[src/rtl/mem_port_arbiter.sv]
// Shares one single-port SRAM between instruction fetch and load/store.
// One owner per transaction, fixed memory latency, registered rdata and one-cycle acks.
module mem_port_arbiter #(
    parameter int MEM_LAT    = 1,
    parameter int STARVE_MAX = 4
) (
    input  logic        clk,
    input  logic        rst_n,
    input  logic        if_req,
    input  logic [31:0] if_addr,
    output logic        if_ack,
    output logic [31:0] if_rdata,
    output logic        pc_en,
    input  logic        d_req,
    input  logic        d_we,
    input  logic [31:0] d_addr,
    input  logic [31:0] d_wdata,
    output logic        d_ack,
    output logic [31:0] d_rdata,
    output logic        mem_cs,
    output logic        mem_we,
    output logic [31:0] mem_addr,
    output logic [31:0] mem_wdata,
    input  logic [31:0] mem_rdata,
    output logic        busy
);

    typedef enum logic [1:0] {
        IDLE   = 2'd0,
        ACCESS = 2'd1,
        DONE   = 2'd2
    } state_t;

    localparam logic [3:0] LAT_INIT   = 4'(MEM_LAT);
    localparam logic [3:0] STARVE_LIM = 4'(STARVE_MAX);

    state_t      state_r;
    logic        owner_fetch_r;
    logic [3:0]  lat_cnt_r;
    logic [3:0]  starve_r;
    logic        mem_cs_r;
    logic        mem_we_r;
    logic [31:0] mem_addr_r;
    logic [31:0] mem_wdata_r;
    logic [31:0] if_rdata_r;
    logic [31:0] d_rdata_r;
    logic        if_ack_r;
    logic        d_ack_r;
    logic        busy_r;
    logic        grant_fetch_s;
    logic        unused_s;

    // Word addressing: the byte-offset bits never reach the SRAM.
    assign unused_s = ^{if_addr[1:0], d_addr[1:0]};

    function automatic logic [3:0] starve_inc(input logic [3:0] cnt);
        if (cnt >= STARVE_LIM) begin
            return STARVE_LIM;
        end else begin
            return cnt + 4'd1;
        end
    endfunction

    // Arbitration: data wins unless fetch is alone or has waited STARVE_MAX data grants.
    always_comb begin
        grant_fetch_s = 1'b0;
        if (if_req && (!d_req || (starve_r == STARVE_LIM))) begin
            grant_fetch_s = 1'b1;
        end else begin
            grant_fetch_s = 1'b0;
        end
    end

    // Transaction sequencer with all port outputs held in registers.
    always_ff @(posedge clk or negedge rst_n) begin
        if (!rst_n) begin
            state_r       <= IDLE;
            owner_fetch_r <= 1'b0;
            lat_cnt_r     <= 4'd0;
            starve_r      <= 4'd0;
            mem_cs_r      <= 1'b0;
            mem_we_r      <= 1'b0;
            mem_addr_r    <= 32'd0;
            mem_wdata_r   <= 32'd0;
            if_rdata_r    <= 32'd0;
            d_rdata_r     <= 32'd0;
            if_ack_r      <= 1'b0;
            d_ack_r       <= 1'b0;
            busy_r        <= 1'b0;
        end else begin
            case (state_r)
                IDLE: begin
                    if_ack_r <= 1'b0;
                    d_ack_r  <= 1'b0;
                    if (if_req || d_req) begin
                        state_r       <= ACCESS;
                        busy_r        <= 1'b1;
                        mem_cs_r      <= 1'b1;
                        lat_cnt_r     <= LAT_INIT;
                        owner_fetch_r <= grant_fetch_s;
                        if (grant_fetch_s) begin
                            mem_addr_r  <= {if_addr[31:2], 2'b00};
                            mem_we_r    <= 1'b0;
                            mem_wdata_r <= 32'd0;
                            starve_r    <= 4'd0;
                        end else begin
                            mem_addr_r  <= {d_addr[31:2], 2'b00};
                            mem_we_r    <= d_we;
                            mem_wdata_r <= d_wdata;
                            starve_r    <= if_req ? starve_inc(starve_r) : starve_r;
                        end
                    end else begin
                        busy_r <= 1'b0;
                    end
                end
                ACCESS: begin
                    lat_cnt_r <= lat_cnt_r - 4'd1;
                    if (lat_cnt_r == 4'd1) begin
                        state_r     <= DONE;
                        mem_cs_r    <= 1'b0;
                        mem_we_r    <= 1'b0;
                        mem_addr_r  <= 32'd0;
                        mem_wdata_r <= 32'd0;
                        if (owner_fetch_r) begin
                            if_rdata_r <= mem_rdata;
                            if_ack_r   <= 1'b1;
                        end else begin
                            d_ack_r <= 1'b1;
                            // Stores leave the load data register untouched.
                            if (!mem_we_r) begin
                                d_rdata_r <= mem_rdata;
                            end
                        end
                    end
                end
                DONE: begin
                    if_ack_r <= 1'b0;
                    d_ack_r  <= 1'b0;
                    busy_r   <= 1'b0;
                    state_r  <= IDLE;
                end
                default: begin
                    state_r  <= IDLE;
                    mem_cs_r <= 1'b0;
                    mem_we_r <= 1'b0;
                    if_ack_r <= 1'b0;
                    d_ack_r  <= 1'b0;
                    busy_r   <= 1'b0;
                end
            endcase
        end
    end

    assign if_ack    = if_ack_r;
    assign pc_en     = if_ack_r;
    assign if_rdata  = if_rdata_r;
    assign d_ack     = d_ack_r;
    assign d_rdata   = d_rdata_r;
    assign mem_cs    = mem_cs_r;
    assign mem_we    = mem_we_r;
    assign mem_addr  = mem_addr_r;
    assign mem_wdata = mem_wdata_r;
    assign busy      = busy_r;

endmodule

[config.mk]
export PLATFORM = sky130hd
export DESIGN_NAME = mem_port_arbiter
export DESIGN_NICKNAME = d
export VERILOG_FILES = /design/src/rtl/mem_port_arbiter.sv
export SDC_FILE = /design/constraint.sdc
export NUM_CORES = 1
export LEC_CHECK = 0
export CELL_PAD_IN_SITES_DETAIL_PLACEMENT = 1
export CELL_PAD_IN_SITES_GLOBAL_PLACEMENT = 2
export CORE_ASPECT_RATIO = 1.5
export CORE_UTILIZATION = 28
export DETAILED_ROUTE_END_ITERATION = 12
export GPL_TIMING_DRIVEN = 0
export PLACE_DENSITY_LB_ADDON = 0.1
export SYNTH_ARGS = -nofsm -noshare
export SYNTH_HDL_FRONTEND = slang
export SYNTH_SLANG_ARGS = --single-unit
[constraint.sdc]
create_clock -name clk -period 5.1 [get_ports clk]
set_input_delay 1.02 -clock clk [delete_from_list [all_inputs] [get_ports clk]]
set_output_delay 1.02 -clock clk [all_outputs]
set_load 0.1 [all_outputs]
**Signal wires on met2**

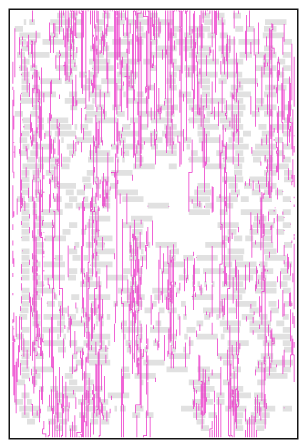
longest straight run	70.4 um
nets with wire on the layer	756
wire length on this layer	9170 um
met2 Use GR: 30.0%
total via count after detailed routing: 4394
Total Routed Length: 17.6 mm

**The metal 1 layer**

Supply wires on this layer in grey.
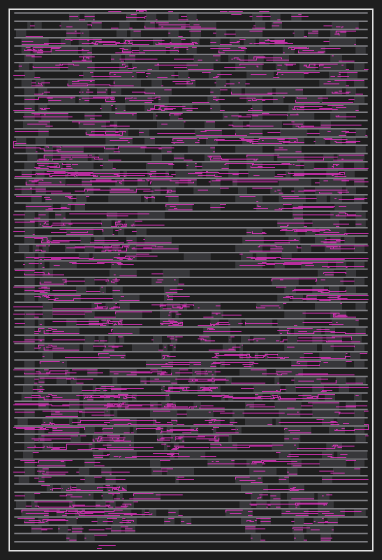
wire length on this layer	6680 um
nets with wire on the layer	698

synthesized netlist by cell type (all sizes together):
| library cell | number |
|---|---|
| dfrtp | 142 |
| mux2 | 67 |
| a22o | 35 |
| a221o | 30 |
| and3 | 30 |
| clkbuf | 18 |
| buf | 15 |
| nand2 | 7 |
| inv | 6 |
| nor2 | 6 |
| o21ai | 5 |
| ha | 4 |
| a21oi | 2 |
| nand2b | 2 |
| nand3 | 2 |
| nor3 | 2 |
| nor3b | 2 |
| o21a | 2 |
| or2 | 2 |
| or3b | 2 |
| a211o | 1 |
| a211oi | 1 |
| a21o | 1 |
| and2 | 1 |
| conb | 1 |
| mux2i | 1 |
| nand4 | 1 |
| nand4b | 1 |
| nor2b | 1 |
| nor4b | 1 |
| o22ai | 1 |
| o2bb2ai | 1 |
| or4 | 1 |
layout make-up:
| cell class | instances | area share (%) |
|---|---|---|
| Clock buffer | 19 | 4.63 |
| Inverter | 6 | 0.241 |
| Sequential cell | 142 | 38.0 |
| Tap cell | 264 | 3.53 |
| Clock inverter | 13 | 2.02 |
| Multi-Input combinational cell | 214 | 21.3 |
| Timing Repair Buffer | 261 | 28.1 |
| Buffer | 33 | 2.15 |
kinds of logic after synthesis:
kind of cell,count (synthesis)
compound gates,79
fa+ha+maj,4
buf+inv,39
flops,142
mux,68
other cells,1
simple gates,61
==> Changelog: implementation <==
### Physical design

- Outcome: complete, no violations
- Vertical extent of the die: 178 um
- Wl on met1: 6.68 mm
- Adder and majority gate portion of the synthesized area: 0.867%
- Proportion of layout cells with a drive suffix above 1: 17.4%
- Unrepaired setup endpoints after global routing: no
- Total Routing Usage GR: around 17%
- Post-Layout Inst Area: 0.00936 mm2
- Total number of warnings across the stage logs: 32
- Number of buffers inserted by post-CTS setup repair: 0
- Chip Area, Yosys: roughly 0.0058 mm2
- Met1 Usage GRT: 18.8%
- Peak per-stage delay on the critical path: between 1 and 1.5 ns
- Critical R2R Capture: mem_addr[20]
- Sequential fraction of the synthesis area: 61.6%
- Total standard cell area after synthesis: 0.00577 mm2
- Leading cell type in the layout, fill and taps excluded: clkdlybuf4s50_1
- WL per Instance: ~18 um
- # port buffers: 260
- Routed length on met3: 1.49 mm
- Net total in the final layout: just over 800
- Number of buffers created by CTS: 17
- Number of sinks driven by the clock tree: roughly 140
- Max Slew Vio Count: 0
- Largest net degree at the start of global routing: 84
